--- config.mk ---
export PLATFORM = sky130hd
export DESIGN_NAME = alu_arbiter
export DESIGN_NICKNAME = d
export VERILOG_FILES = /design/src/rtl/alu_arbiter.sv
export SDC_FILE = /design/constraint.sdc
export NUM_CORES = 1
export LEC_CHECK = 0
export ABC_AREA = 1
export CORE_UTILIZATION = 38
export CTS_CLUSTER_DIAMETER = 200
export CTS_CLUSTER_SIZE = 20
export DETAILED_ROUTE_END_ITERATION = 6
export HOLD_SLACK_MARGIN = 0.1
export PLACE_DENSITY = 0.77
export SETUP_SLACK_MARGIN = 0.05
export SYNTH_ARGS = -nofsm -noshare
export SYNTH_HDL_FRONTEND = slang
export SYNTH_SLANG_ARGS = --single-unit
--- constraint.sdc ---
create_clock -name clk -period 1.18 [get_ports clk]
set_input_delay 0.295 -clock clk [delete_from_list [all_inputs] [get_ports clk]]
set_output_delay 0.295 -clock clk [all_outputs]
set_load 0.05 [all_outputs]
--- src/rtl/alu_arbiter.sv ---
// alu_arbiter: round-robin arbiter and sequencer for a shared ALU; define ALU_ARB_STATS_EN for per-requester grant counters
module alu_arbiter #(
   parameter int DATA_W = 8,
   parameter int OP_W = 3,
   parameter int CNT_W = 16
) (
   input  logic              clk,
   input  logic              rst,
`ifdef ALU_ARB_STATS_EN
   input  logic              stats_clr,
   output logic [CNT_W-1:0]  grant_cnt0,
   output logic [CNT_W-1:0]  grant_cnt1,
`endif
   input  logic              req0_valid,
   output logic              req0_ready,
   input  logic [DATA_W-1:0] req0_a,
   input  logic [DATA_W-1:0] req0_b,
   input  logic [OP_W-1:0]   req0_op,
   input  logic              req1_valid,
   output logic              req1_ready,
   input  logic [DATA_W-1:0] req1_a,
   input  logic [DATA_W-1:0] req1_b,
   input  logic [OP_W-1:0]   req1_op,
   output logic [DATA_W-1:0] alu_a,
   output logic [DATA_W-1:0] alu_b,
   output logic [OP_W-1:0]   alu_opcode,
   input  logic [DATA_W-1:0] alu_result,
   input  logic [3:0]        alu_flags,
   output logic              resp_valid,
   input  logic              resp_ready,
   output logic              resp_id,
   output logic [DATA_W-1:0] resp_result,
   output logic [3:0]        resp_flags
);
   typedef enum logic [1:0] {IDLE, EXEC, RESP} state_t;
   state_t state, state_nxt;
   logic rr_ptr, grant_vld, grant_id;
   // grant only in IDLE; the granted requester is valid by construction, so a grant is an accept
   always_comb begin
      grant_vld = state == IDLE && (req0_valid || req1_valid) && !rst;
      grant_id = (req0_valid && req1_valid) ? rr_ptr : req1_valid;
      req0_ready = grant_vld && !grant_id;
      req1_ready = grant_vld && grant_id;
      state_nxt = state == IDLE ? (grant_vld ? EXEC : IDLE) :
                  state == EXEC ? RESP : (resp_ready ? IDLE : RESP);
   end
   // state register
   always_ff @(posedge clk) begin
      state <= rst ? IDLE : state_nxt;
   end
   // operand latch on accept, result capture after the single EXEC cycle, response handshake
   always_ff @(posedge clk) begin
      if (rst) begin
         rr_ptr <= 1'b0;
         alu_a <= '0;
         alu_b <= '0;
         alu_opcode <= '0;
         resp_valid <= 1'b0;
         resp_id <= 1'b0;
         resp_result <= '0;
         resp_flags <= '0;
      end else begin
         if (grant_vld) begin
            alu_a <= grant_id ? req1_a : req0_a;
            alu_b <= grant_id ? req1_b : req0_b;
            alu_opcode <= grant_id ? req1_op : req0_op;
            resp_id <= grant_id;
            rr_ptr <= !grant_id;
         end
         if (state == EXEC) begin
            resp_result <= alu_result;
            resp_flags <= alu_flags;
            resp_valid <= 1'b1;
         end
         if (state == RESP && resp_ready) resp_valid <= 1'b0;
      end
   end
`ifdef ALU_ARB_STATS_EN
   // saturating grant counters; a clear beats a simultaneous accept
   always_ff @(posedge clk) begin
      if (rst || stats_clr) begin
         grant_cnt0 <= '0;
         grant_cnt1 <= '0;
      end else begin
         if (grant_vld && !grant_id && grant_cnt0 != '1) grant_cnt0 <= grant_cnt0 + CNT_W'(1);
         if (grant_vld && grant_id && grant_cnt1 != '1) grant_cnt1 <= grant_cnt1 + CNT_W'(1);
      end
   end
`else
   logic [CNT_W-1:0] unused_cnt;
   assign unused_cnt = '0;
`endif
endmodule

==> Slide: Implementation Results <==
Key Metrics from the Run

Final layout
  • Comb gates: 166
  • Sequential cell area share: 23.9%
  • Max-area cell class: non-clock buffers
  • Final non-clock buffer share: 43.7%
  • Registers: 36
  • Inverters: 11
  • Final layout net count: 380

Timing
  • Worst setup margin: -0.317 ns
  • Maximum clock frequency: 668 MHz
  • Setup violators final: 20
  • Setup TNS: -0.836 ns
  • Rel. slew slack: 80.1%

Setup path
  • Reg2Reg Depth: 6
  • WP data arrival: 1.20 ns
  • CP endpoint kind: output port
  • R2R Path End: resp_result[3]$_SDFFE_PP0N_

Status
  • Outcome: finished with violations
  • Failing checks: setup timing

CTS
  • Cts repair resizes: 10
  • Num CTS Buffers: 5
  • Hold_buf cts: 0

Drt
  • DRC viols: 0
  • Pre-Repair DR Iteration Count: 4

Logic synthesis
  • EDFF count, synth: 0
  • Synth cell types: 16
  • Post-Syn Area: 1590 um^2
  • Synth Seq Share: 45.2%
  • Synth flops: 36

Floorplan
  • CORE AREA: 4000 um^2

Pwr
  • Leak: 0.00134 uW

Placement
  • GPL Wtd Cong: 0.721
## cells in the final DEF, fill, tap and decap left out, types with 5 or more instances in the layout
cell type	netlist	routed
nand2_1	84	79
clkdlybuf4s50_1	0	51
buf_12	0	36
dfxtp_2	0	32
nand3_1	19	19
nor2_1	24	16
a21oi_1	22	15
o21ai_0	13	13
buf_4	3	13
nor2_2	1	8
a21oi_2	0	7
clkbuf_8	0	5
## critical path, delay by kind of cell (launching register included)
| kind | cells | cell delay, ns |
|---|---|---|
| AND/OR/NAND/NOR | 3 | 0.30 |
| flip-flops | 1 | 0.34 |
| buffers and inverters | 3 | 0.28 |
## cell families (layout without fill, tap and decap cells)
family          after synthesis  count (layout)  synth area share [%]
simple gates                131             131                  34.1
compound gates               35              35                  11.0
buf+inv                      25             124                  9.66
flops                        36              36                  45.2
## per-layer routing
| layer | up-vias | wire, um | GRT usage, % |
|---|---|---|---|
| li1 | 914 | - | - |
| met1 | 799 | 2080 | 24.9 |
| met2 | 61 | 2450 | 36.6 |
| met3 | 6 | 355 | 8.05 |
| met4 | 0 | 53 | 7.45 |
| met5 | - | 0 | 0 |
## power by group
part           internal [uW]  switching (uW)
Sequential              1340             107
Clock                    627             429
Combinational            707             718
## per-stage QoR
stage	area [um^2]	util, %	hold WS, ns	instances
6_report	3180	79.5	0.470	376
5_1_grt	3180	79.5	0.502	376
4_1_cts	3020	75.5	0.471	372
3_5_place_dp	2900	72.4	0.461	364
3_3_place_gp	2900	72.4	0.457	364
2_1_floorplan	1620	-	0.357	227
## state kept, by name (all words and copies together) (netlist names)
register,flops
rr_ptr,1
alu_opcode,3
alu_a,8
resp_flags,4
alu_b,8
resp_valid,1
resp_id,1
state,2
resp_result,8
Fig. 1: signal wires on met2
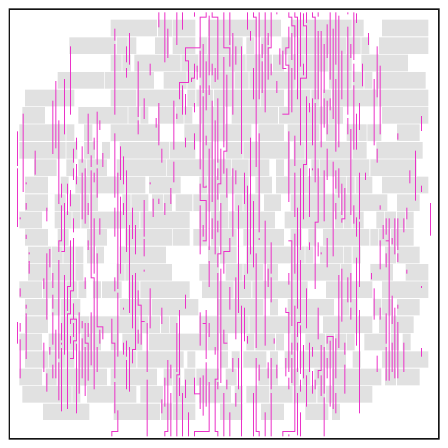
nets with wire on the layer: 302
wire length on this layer: 2450 um
WL final: 4.94 mm
met2 usage: 36.6%
via count: 1780

Fig. 2: congestion heat map
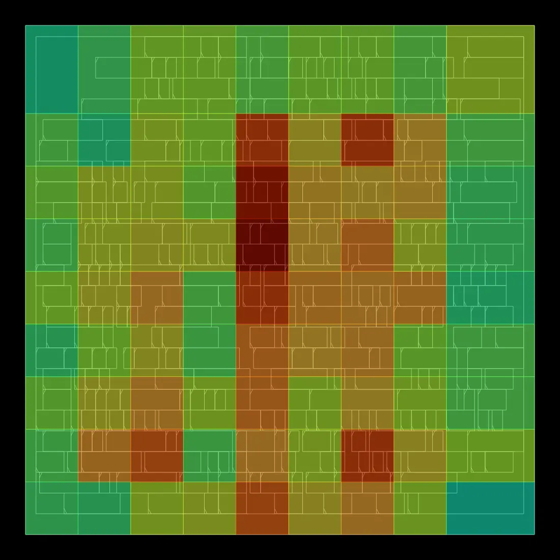
wire per inst: 13.1 um
met1 GRT Util: 24.9%
GR peak layer: met2
met3 Use GR: 8.05%
Final Util: 79.5%

Fig. 3: clock distribution
The bar under the picture is 20 um long.
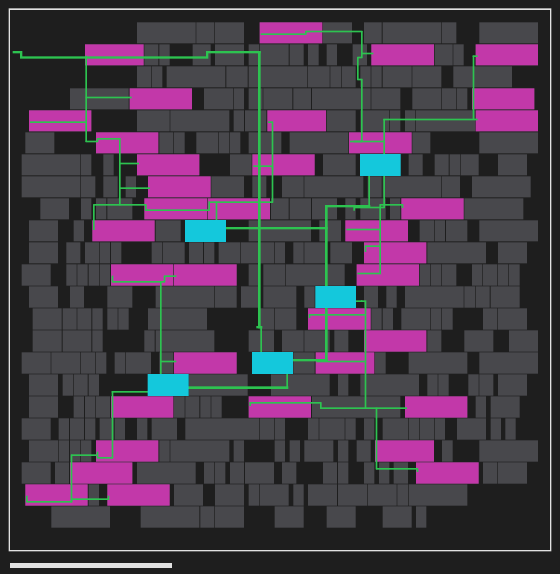
[green] clock wires | length: 446 um
[magenta] flip-flops | count: 36
[cyan] cells driving clock nets | count: 5
routed clock nets: 6

Fig. 4: the metal 3 layer
The bar under the picture is 20 um long.
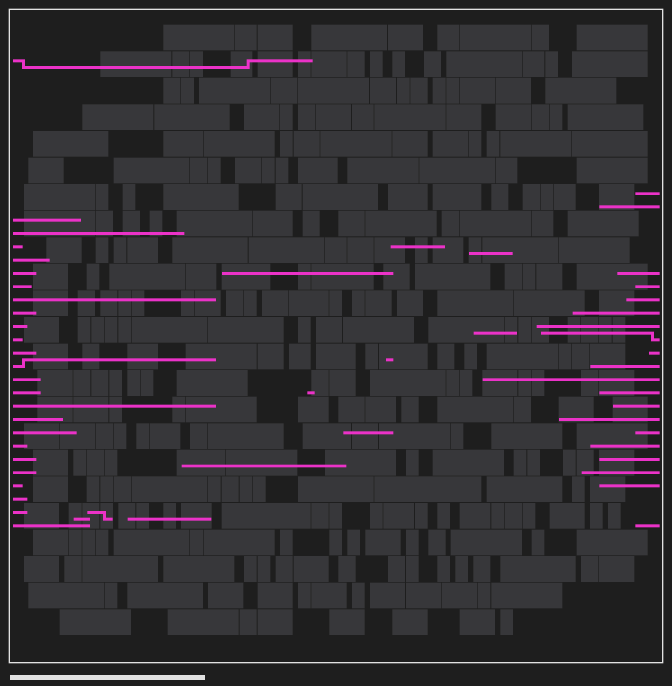
wire length on this layer: 356 um
main direction: horizontal
longest straight run: 23.0 um

Power figures rest on the tool's default switching activity, not on a simulated workload.
